==> config.mk <==
export PLATFORM = sky130hd
export DESIGN_NAME = verinject_event_monitor
export DESIGN_NICKNAME = d
export VERILOG_FILES = /design/src/rtl/verinject_event_monitor.sv
export SDC_FILE = /design/constraint.sdc
export NUM_CORES = 2
export LEC_CHECK = 0
export CAP_MARGIN = 10
export CORE_MARGIN = 2
export CORE_UTILIZATION = 50
export CTS_CLUSTER_DIAMETER = 120
export DETAILED_ROUTE_END_ITERATION = 12
export PLACE_DENSITY = 0.7
export SLEW_MARGIN = 20
export SYNTH_ARGS = -nofsm -noshare
export SYNTH_HDL_FRONTEND = slang
export SYNTH_SLANG_ARGS = --single-unit
==> constraint.sdc <==
create_clock -name clock -period 4.19 [get_ports clock]
set_clock_uncertainty 0.2 [all_clocks]
set_input_delay 1.257 -clock clock [delete_from_list [all_inputs] [get_ports clock]]
set_output_delay 1.257 -clock clock [all_outputs]
set_load 0.03 [all_outputs]
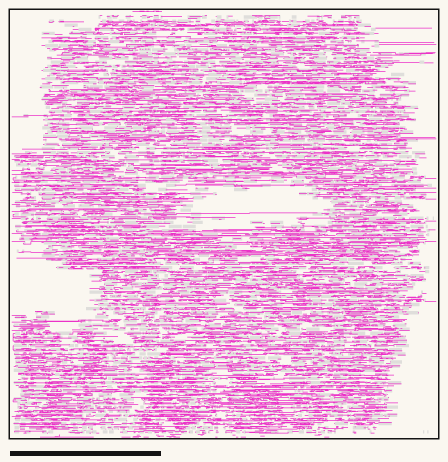
(images/met1.png)
The bar under the picture is 100 um long.
The longest straight run is 80.0 um. 3626 nets have wire on it. The layer holds 44% of the routed length.
Detailed Route WL: 100300 um
DR vias: 27176
grt met1 use: 34.37%

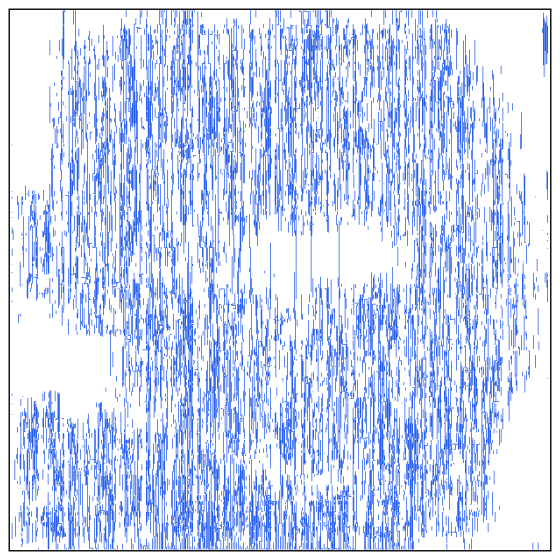
(images/met2.png)
The wires run mostly vertical. The longest straight run is 140 um. The layer holds 49% of the routed length. The layer carries 49.6 mm of wire. 3347 nets have wire on it.
met2 usage: 41.03%

==> impl_metrics.json <==
{
  "status": "finished, violations left",
  "violations": "negative setup slack",
  "grt_usage_pct": 24.77,
  "use_met3_pct": 3.175,
  "regArea_mm2": 0.02116,
  "num-multi-input-gates": 2123,
  "maxCapViolations": 0,
  "final_area_mm2": 0.04924,
  "ios": 314,
  "logic_area_mm2": 0.01754,
  "avgViaCountPerCell": 5.646,
  "seqPwrFrac_pct": 33.6,
  "hold_violations": 0,
  "holdWs_ns": 0.2731,
  "swShare_pct": 35.82,
  "async_flop_share_pct": 100.0,
  "grt_setup_unrepaired": "yes",
  "cts-resized-gates": 599,
  "critPathMaxFanout": 7,
  "grt_antenna_before_repair": 5,
  "setup_violations": 30,
  "avgSynthCellArea_um2": 11.83,
  "holdBufCountCts": 0,
  "warning_count": 34,
  "powerDensity_mw_per_mm2": 658.9,
  "rows": 102,
  "initial_core_util_pct": 50.48,
  "io_buffers": 310,
  "drive_gt1_share_pct": 34.42,
  "hpwl_um": 65610,
  "area_delta_synth_final_pct": 26.12,
  "clkLatencyLatePin_ns": 0.63,
  "path_clk_slew_ns": 0.06,
  "grt_max_degree": 96,
  "grt_pass1_vias": 27815,
  "max_freq_mhz": 228.3,
  "power.switching_mw": 11.62,
  "relSlewSlack_pct": 36.02,
  "cell_internal_pwr_mw": 20.82,
  "combPwrFrac_pct": 41.2,
  "final_common_cell": "dfrtp_1",
  "largest_reg_flops": 656,
  "finalCoreUtilization_pct": 63.67,
  "synth_warnings": 0,
  "powerClk_mw": 8.17,
  "antenna_cells": 5,
  "ys_chip_area_mm2": 0.03904,
  "taps": 1040,
  "top_cell": "dfrtp_1",
  "min_path_cells": 2,
  "cts_buffers": 89,
  "met1Wirelength_um": 44320,
  "sh_comb_area_pct": 35.62,
  "grt_pass1_wl_um": 158100,
  "period_needed_ns": 4.379,
  "wl_per_cell_um": 20.85,
  "top_layer_used": "met4",
  "clock-root-buffer": "clkbuf_16",
  "path_class": "primary input to register",
  "clock_power_share_pct": 25.2,
  "route.met3.wl_um": 3985,
  "drt-pass1-iter-count": 6,
  "placed_cells": 4610,
  "clock_path_buffers": 3,
  "fin_nets": 3864,
  "die_h_um": 283.4,
  "numSynthFlops": 845,
  "nonClkBufAreaFrac_pct": 12.33,
  "flop-count": 845,
  "comb_cell_power_mw": 13.4,
  "grt.busiest_layer": "met2",
  "worstPathRequired_ns": 4.53,
  "yosysTopAreaCell": "dfrtp_1",
  "setup_ws_ns": -0.1893,
  "largest_class": "registers",
  "final_cell_mix": "842 x dfrtp_1, 487 x nand2_1, 402 x o21ai_0, 377 x mux2_2, 221 x buf_4",
  "fin_crit_sh_pct": 104.5,
  "edf_count": 0,
  "final-clk-cell-share_pct": 6.210,
  "synthDistinctLibCells": 60,
  "place_congestion": 0.8876,
  "drtAntennaViolNets": 0,
  "drt-initial-drc-count": 1777,
  "num-nonclk-buffers": 622
}
[critical path: stages]
cell	delay (ns)
clkbuf_2	0.11
nand4_1	0.20
nor4_4	0.45
nand2_8	0.11
buf_6	0.16
ha_4	0.15
mux2i_2	0.18
xor2_1	0.20
a21oi_2	0.12
ha_4	0.19
xnor2_4	0.15
ha_4	0.27
a21o_1	0.13
a21oi_2	0.07
nor2b_2	0.14
nor2_2	0.06
nor3_2	0.23
nand3_2	0.14
or2_4	0.31
o21ai_1	0.09
[logic make-up after synthesis]
family / after synthesis / synth area share [%]
buf+inv: 335 / 3.887
simple gates: 774 / 8.505
mux: 628 / 22.58
compound gates: 613 / 8.230
flops: 845 / 54.16
fa+ha+maj: 28 / 0.9486
other cells: 1 / 0.009605
xor+xnor: 75 / 1.682
